File: config.mk
export PLATFORM = sky130hd
export DESIGN_NAME = loop_ram_arbiter_flat
export DESIGN_NICKNAME = d
export VERILOG_FILES = /design/src/rtl/loop_ram_arbiter_if.sv /design/src/rtl/loop_ram_arbiter.sv /design/src/flat_wrapper.sv
export SDC_FILE = /design/constraint.sdc
export NUM_CORES = 1
export LEC_CHECK = 0
export CAP_MARGIN = 20
export CORE_AREA = 2 2 131 133
export CTS_CLUSTER_DIAMETER = 120
export DETAILED_ROUTE_END_ITERATION = 16
export DIE_AREA = 0 0 133 135
export PLACE_DENSITY_LB_ADDON = 0.15
export SKIP_CTS_REPAIR_TIMING = 1
export SYNTH_ARGS = -nofsm -noshare
export SYNTH_HDL_FRONTEND = slang
export SYNTH_SLANG_ARGS = --single-unit
File: constraint.sdc
create_clock -name clk -period 4.2 [get_ports clk]
set_input_delay 0.42 -clock clk [delete_from_list [all_inputs] [get_ports clk]]
set_output_delay 0.42 -clock clk [all_outputs]
set_load 0.02 [all_outputs]
File: src/rtl/loop_ram_arbiter_if.sv
// ----------------------------------------------------------------------------
// loop_ram_arbiter_if
// Command bus between the loop RAM arbiter and the async-RAM controller.
//   req    transaction request, held until done (or abort)
//   we     1 = write, 0 = read; stable while req
//   addr   RAM word address; stable while req
//   wdata  write data; stable while req
//   rdata  read data, valid in the done cycle
//   done   one-cycle completion pulse from the RAM controller
// Modports: master = arbiter side, slave = RAM controller side.
// ----------------------------------------------------------------------------
interface loop_ram_arbiter_if #(
  parameter int MEM_AW = 23
);
  logic              req;
  logic              we;
  logic [MEM_AW-1:0] addr;
  logic [15:0]       wdata;
  logic [15:0]       rdata;
  logic              done;

  modport master (output req, we, addr, wdata, input rdata, done);
  modport slave  (input req, we, addr, wdata, output rdata, done);
endinterface

File: src/rtl/loop_ram_arbiter.sv
// ----------------------------------------------------------------------------
// loop_ram_arbiter
// Shares one async-RAM command port between a record stream (samples in) and
// a playback stream (samples out). Keeps record/play pointers for a looped
// buffer, arbitrates round-robin, sequences each RAM transaction and aborts a
// RAM cycle that never completes.
//
// Ports
//   clk, rst_n           clock, synchronous active-low reset
//   rec_en/valid/data    record stream in; rec_ready = holding register empty
//   play_req             one-cycle request for the next playback sample
//   play_valid/data      one-cycle pulse with the fetched sample
//   loop_len             loop length in samples, 0 means 2**ADDR_W
//   clear                zero pointers, drop pending work, clear sticky flags
//   mem                  RAM command bus (loop_ram_arbiter_if.master)
//   rec_ptr, play_ptr    next record / playback index
//   play_ovr             sticky: play_req while a play request was pending
//   err_timeout          sticky: a RAM transaction timed out
//
// Build option: define OVERDUB_EN to make each record a read-modify-write
// (old + new, saturated to 16 bits) instead of a plain write.
// ----------------------------------------------------------------------------
module loop_ram_arbiter #(
  parameter int ADDR_W      = 16,
  parameter int MEM_AW      = 23,
  parameter int BASE_ADDR   = 0,
  parameter int TIMEOUT_CYC = 255
) (
  input  logic                clk,
  input  logic                rst_n,
  input  logic                rec_en,
  input  logic                rec_valid,
  input  logic signed [15:0]  rec_data,
  output logic                rec_ready,
  input  logic                play_req,
  output logic                play_valid,
  output logic signed [15:0]  play_data,
  input  logic [ADDR_W-1:0]   loop_len,
  input  logic                clear,
  loop_ram_arbiter_if.master  mem,
  output logic [ADDR_W-1:0]   rec_ptr,
  output logic [ADDR_W-1:0]   play_ptr,
  output logic                play_ovr,
  output logic                err_timeout
);

  localparam int CW = $clog2(TIMEOUT_CYC + 1);

  typedef enum logic [2:0] {
    IDLE,
    RD,
    WR
`ifdef OVERDUB_EN
    ,
    ODRD,
    ODWR
`endif
  } state_t;

  state_t             state;
  logic               pend;       // play request waiting for (or in) a RAM read
  logic               hold_full;
  logic signed [15:0] hold_data;
  logic               clr_lat;    // clear seen mid-transaction, applied at its end
  logic               lg_play;    // last grant: 1 = play, 0 = record
  logic [CW-1:0]      wcnt;

  logic tmo, fin, rd_fin, do_clear, grant_rd, grant_wr;

  function automatic logic [ADDR_W-1:0] adv(input logic [ADDR_W-1:0] p,
                                            input logic [ADDR_W-1:0] len_in);
    logic [ADDR_W:0] len;
    logic [ADDR_W:0] nxt;
    len = (len_in == '0) ? {1'b1, {ADDR_W{1'b0}}} : {1'b0, len_in};
    nxt = {1'b0, p} + (ADDR_W+1)'(1);
    // >= so a pointer left beyond a shrunk loop wraps on its next advance
    return (nxt >= len) ? '0 : nxt[ADDR_W-1:0];
  endfunction

  function automatic logic [MEM_AW-1:0] addr_of(input logic [ADDR_W-1:0] p);
    return MEM_AW'(BASE_ADDR) + MEM_AW'(p);
  endfunction

  function automatic logic signed [15:0] sat16(input logic signed [15:0] a,
                                               input logic signed [15:0] b);
    logic signed [16:0] s;
    s = {a[15], a} + {b[15], b};
    if (s[16] != s[15]) return s[16] ? 16'sh8000 : 16'sh7FFF;
    return s[15:0];
  endfunction

  assign rec_ready = rec_en & ~hold_full;

  // Timeout fires on the last allowed cycle with req high; a done in that same
  // cycle still wins.
  assign tmo = mem.req && !mem.done && (wcnt == CW'(TIMEOUT_CYC - 1));

  // Round-robin only matters when both sides want the port.
  assign grant_rd = pend && (!hold_full || !lg_play);
  assign grant_wr = hold_full && (!pend || lg_play);

  always_comb begin
    fin    = 1'b0;
    rd_fin = 1'b0;
    if (mem.req && (mem.done || tmo)) begin
      case (state)
        RD:   begin fin = 1'b1; rd_fin = 1'b1; end
        WR:   fin = 1'b1;
`ifdef OVERDUB_EN
        // A finished overdub read only ends the transaction if aborted.
        ODRD: fin = tmo || clr_lat || clear;
        ODWR: fin = 1'b1;
`endif
        default: fin = 1'b0;
      endcase
    end
  end

  assign do_clear = (clear && state == IDLE) || (fin && (clr_lat || clear));

  always_ff @(posedge clk) begin
    if (!rst_n) begin
      state       <= IDLE;
      pend        <= 1'b0;
      hold_full   <= 1'b0;
      clr_lat     <= 1'b0;
      lg_play     <= 1'b0;
      wcnt        <= '0;
      play_valid  <= 1'b0;
      play_data   <= '0;
      mem.req     <= 1'b0;
      mem.we      <= 1'b0;
      mem.addr    <= '0;
      mem.wdata   <= '0;
      rec_ptr     <= '0;
      play_ptr    <= '0;
      play_ovr    <= 1'b0;
      err_timeout <= 1'b0;
    end else begin
      play_valid <= 1'b0;
      if (mem.req) wcnt <= wcnt + 1'b1;

      if (rec_valid && rec_ready) begin
        hold_full <= 1'b1;
        hold_data <= rec_data;
      end

      // A request landing in the cycle its predecessor completes is a new
      // request, not an overrun.
      if (play_req) begin
        if (pend && !rd_fin) play_ovr <= 1'b1;
        pend <= 1'b1;
      end else if (rd_fin) begin
        pend <= 1'b0;
      end

      if (clear && state != IDLE) clr_lat <= 1'b1;

      case (state)
        IDLE: begin
          if (!clear) begin
            if (grant_rd) begin
              state    <= RD;
              mem.req  <= 1'b1;
              mem.we   <= 1'b0;
              mem.addr <= addr_of(play_ptr);
              lg_play  <= 1'b1;
              wcnt     <= '0;
            end else if (grant_wr) begin
`ifdef OVERDUB_EN
              state    <= ODRD;
              mem.we   <= 1'b0;
`else
              state    <= WR;
              mem.we   <= 1'b1;
`endif
              mem.req   <= 1'b1;
              mem.addr  <= addr_of(rec_ptr);
              mem.wdata <= hold_data;
              lg_play   <= 1'b0;
              wcnt      <= '0;
            end
          end
        end
        RD: begin
          if (fin) begin
            mem.req    <= 1'b0;
            state      <= IDLE;
            play_valid <= 1'b1;
            play_data  <= mem.done ? mem.rdata : '0;
            play_ptr   <= adv(play_ptr, loop_len);
            if (tmo) err_timeout <= 1'b1;
          end
        end
        WR: begin
          if (fin) begin
            mem.req   <= 1'b0;
            state     <= IDLE;
            hold_full <= 1'b0;
            rec_ptr   <= adv(rec_ptr, loop_len);
            if (tmo) err_timeout <= 1'b1;
          end
        end
`ifdef OVERDUB_EN
        ODRD: begin
          if (fin) begin
            mem.req   <= 1'b0;
            state     <= IDLE;
            hold_full <= 1'b0;
            rec_ptr   <= adv(rec_ptr, loop_len);
            if (tmo) err_timeout <= 1'b1;
          end else if (mem.req && mem.done) begin
            // Drop req for one cycle between the read and the write half.
            mem.req   <= 1'b0;
            mem.we    <= 1'b1;
            mem.wdata <= sat16(mem.rdata, hold_data);
            state     <= ODWR;
          end
        end
        ODWR: begin
          if (!mem.req) begin
            mem.req <= 1'b1;
            wcnt    <= '0;
          end else if (fin) begin
            mem.req   <= 1'b0;
            state     <= IDLE;
            hold_full <= 1'b0;
            rec_ptr   <= adv(rec_ptr, loop_len);
            if (tmo) err_timeout <= 1'b1;
          end
        end
`endif
        default: begin
          mem.req <= 1'b0;
          state   <= IDLE;
        end
      endcase

      if (do_clear) begin
        rec_ptr     <= '0;
        play_ptr    <= '0;
        pend        <= 1'b0;
        hold_full   <= 1'b0;
        play_ovr    <= 1'b0;
        err_timeout <= 1'b0;
        clr_lat     <= 1'b0;
      end
    end
  end

endmodule

File: src/flat_wrapper.sv
// flat-port wrapper written by rule: the top's interface ports become plain ports
module loop_ram_arbiter_flat 
#(
  parameter int ADDR_W      = 16,
  parameter int MEM_AW      = 23,
  parameter int BASE_ADDR   = 0,
  parameter int TIMEOUT_CYC = 255
)
  (clk, rst_n, rec_en, rec_valid, rec_data, rec_ready, play_req, play_valid, play_data, loop_len, clear, rec_ptr, play_ptr, play_ovr, err_timeout, mem_req, mem_we, mem_addr, mem_wdata, mem_rdata, mem_done);
  loop_ram_arbiter_if #(.MEM_AW(MEM_AW)) mem_i ();
  input  logic clk;
  input  logic rst_n;
  input  logic rec_en;
  input  logic rec_valid;
  input  logic signed [15:0] rec_data;
  output logic rec_ready;
  input  logic play_req;
  output logic play_valid;
  output logic signed [15:0] play_data;
  input  logic [ADDR_W-1:0] loop_len;
  input  logic clear;
  output logic [ADDR_W-1:0] rec_ptr;
  output logic [ADDR_W-1:0] play_ptr;
  output logic play_ovr;
  output logic err_timeout;
  output wire logic [$bits(mem_i.req)-1:0] mem_req;
  output wire logic [$bits(mem_i.we)-1:0] mem_we;
  output wire logic [$bits(mem_i.addr)-1:0] mem_addr;
  output wire logic [$bits(mem_i.wdata)-1:0] mem_wdata;
  input wire logic [$bits(mem_i.rdata)-1:0] mem_rdata;
  input wire logic [$bits(mem_i.done)-1:0] mem_done;
  assign mem_req = mem_i.req;
  assign mem_we = mem_i.we;
  assign mem_addr = mem_i.addr;
  assign mem_wdata = mem_i.wdata;
  assign mem_i.rdata = mem_rdata;
  assign mem_i.done = mem_done;
  loop_ram_arbiter #(.ADDR_W(ADDR_W), .MEM_AW(MEM_AW), .BASE_ADDR(BASE_ADDR), .TIMEOUT_CYC(TIMEOUT_CYC)) u_core (.clk(clk), .rst_n(rst_n), .rec_en(rec_en), .rec_valid(rec_valid), .rec_data(rec_data), .rec_ready(rec_ready), .play_req(play_req), .play_valid(play_valid), .play_data(play_data), .loop_len(loop_len), .clear(clear), .mem(mem_i), .rec_ptr(rec_ptr), .play_ptr(play_ptr), .play_ovr(play_ovr), .err_timeout(err_timeout));
endmodule
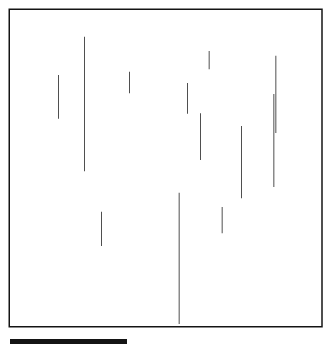
(the metal 4 layer)
Scale bar: 50 um.
main direction: vertical
wire length on this layer: 308 um
via count: 5425
Total Routed Length: 18410 um

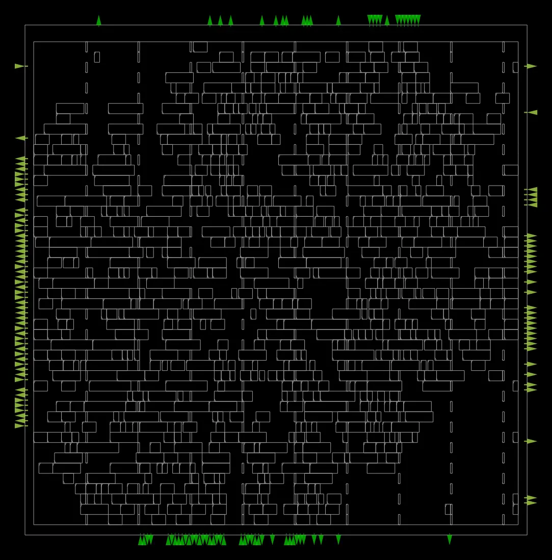
(placement view)
Post-Layout Cell Count: 1028
final core utilization: 49.53%
seq_cells: 115

==> results.json <==
{
  "grt_pass1_vias": 5396,
  "fmax_mhz": 255.1,
  "dp.cells": 995,
  "skew_ns": 0.006218,
  "timing.hold.ws_ns": 0.4592,
  "cts-root-buf": "clkbuf_16",
  "via_per_inst": 5.277,
  "area_growth_pct": 38.84,
  "grt-busiest-layer": "met2",
  "synthArstFlopShare_pct": 0,
  "grt_util_met1_pct": 26.28,
  "required_ns": 4.50,
  "wire_per_inst_um": 17.90,
  "antenna_left": 0,
  "worst_pin_slew_ns": 0.9380,
  "ys.flops": 115,
  "warnings": 29,
  "fin_area_sq_um": 8127,
  "path_class": "flip-flop to flip-flop",
  "status": "finished, final reports clean",
  "die_h_um": 135,
  "nFillCells": 1544,
  "grtUsageTotal_pct": 21.06,
  "cp-start-kind": "flip-flop",
  "edf_count": 16,
  "grt_first_pass_wirelength_um": 29200,
  "cts_tree": "done",
  "yosysCellCount": 654,
  "relSlewSlack_pct": 37.32,
  "arrival_ns": 4.22,
  "synth-main-ff-cell": "dfxtp_1",
  "crit_start": "u_core.rec_ptr[1]$_SDFFE_PP0P_",
  "die_w_um": 133,
  "fin_crit_sh_pct": 93.33,
  "port_buffers": 140,
  "clk_pin_slew_worst_paths_ns": 0.06,
  "synth_cell_types": 57,
  "chip_area_sq_um": 17960,
  "fp_util_pct": 35.67,
  "logic_area_sq_um": 3064,
  "r2r_cells": 13,
  "regArea_sq_um": 2462,
  "cts-buffers-inserted": 17,
  "most_common_cell": "dfxtp_1"
}
==> layer usage <==
metal / share of wire, % / vias up
met5: 0 / -
met4: 1.7 / 0
met3: 9.8 / 25
met2: 45 / 228
met1: 43 / 2548
li1: - / 2624
==> final cells by class <==
class                   instances  share of cell area [%]
multi-input cells             461                   37.71
flip-flops and latches        115                   30.30
repair buffers                155                   18.63
clock buffers                  19                   5.712
well taps                     220                   3.387
clock inverters                13                   2.186
inverters                      45                   2.079
==> placed cells by master (no fill, tap or decap), types with 7 or more instances in the layout <==
cell type	Yosys	layout
buf_4	8	15
nand4_1	14	14
nor3_1	10	9
clkdlybuf4s50_1	0	140
nand2_1	84	84
a222oi_1	16	16
a21oi_1	21	21
inv_1	45	45
clkbuf_16	0	18
a22o_1	7	7
dfxtp_1	99	99
xnor2_1	19	19
o21ai_0	12	12
nand3_1	43	43
edfxtp_1	16	16
nor2_1	38	38
a21o_1	12	12
xor2_1	13	13
ha_1	37	37
and4_1	7	7
conb_1	1	7
a21boi_0	32	32
and3_1	12	12
==> worst min-delay path by stage <==
stage	from	end	slack, ns	cells after the start
6_report	u_core.mem.wdata[1]$_SDFFE_PN0P_	u_core.mem.wdata[1]$_SDFFE_PN0P_	0.46	2
5_1_grt	u_core.mem.we$_SDFFE_PN0P_	u_core.mem.we$_SDFFE_PN0P_	0.48	1
4_1_cts	u_core.mem.wdata[1]$_SDFFE_PN0P_	u_core.mem.wdata[1]$_SDFFE_PN0P_	0.46	2
3_5_place_dp	u_core.mem.we$_SDFFE_PN0P_	u_core.mem.we$_SDFFE_PN0P_	0.44	1
3_3_place_gp	u_core.mem.we$_SDFFE_PN0P_	u_core.mem.we$_SDFFE_PN0P_	0.44	1
2_1_floorplan	u_core.lg_play$_SDFFE_PN0P_	u_core.lg_play$_SDFFE_PN0P_	0.44	1
==> flip-flops by register name, summed over array words and instances, names as in the netlist, 2 cells and up <==
name              count
u_core.hold_data     16
u_core.mem.addr      16
u_core.mem.wdata     16
u_core.play_data     16
u_core.play_ptr      16
u_core.rec_ptr       16
u_core.state          2
u_core.wcnt           8
==> report_power, final <==
part           internal, W  switching, W  total [W]
clock              0.00104      0.000521    0.00156
combinational    0.0000931      0.000109   0.000203
sequential         0.00113     0.0000123    0.00115
total              0.00227      0.000643    0.00291
==> cells by family (layout without fill, tap and decap cells) <==
logic type               Yosys count  in the layout  share of synthesized area, %
other                              1              7                       0.06407
flip-flops                       115            115                         42.07
multiplexers                       2              2                        0.3420
AND/OR/NAND/NOR                  239            239                         19.88
AND-OR/OR-AND                    143            143                         18.30
adder cells (fa/ha/maj)           37             37                         7.909
XOR/XNOR                          33             33                         5.195
buffers and inverters             84            232                         6.242
==> worst max-delay path, cell delays in order (launching register included) <==
cell	delay (ns)
dfxtp_1	0.45
ha_1	0.30
and3_1	0.30
nand4_1	0.23
nor2_1	0.18
xor2_1	0.11
ha_1	0.32
nand3_1	0.10
or3_1	0.41
or4b_1	0.54
nand4_2	0.15
o21ai_2	0.22
and2_1	0.27
a32o_1	0.24
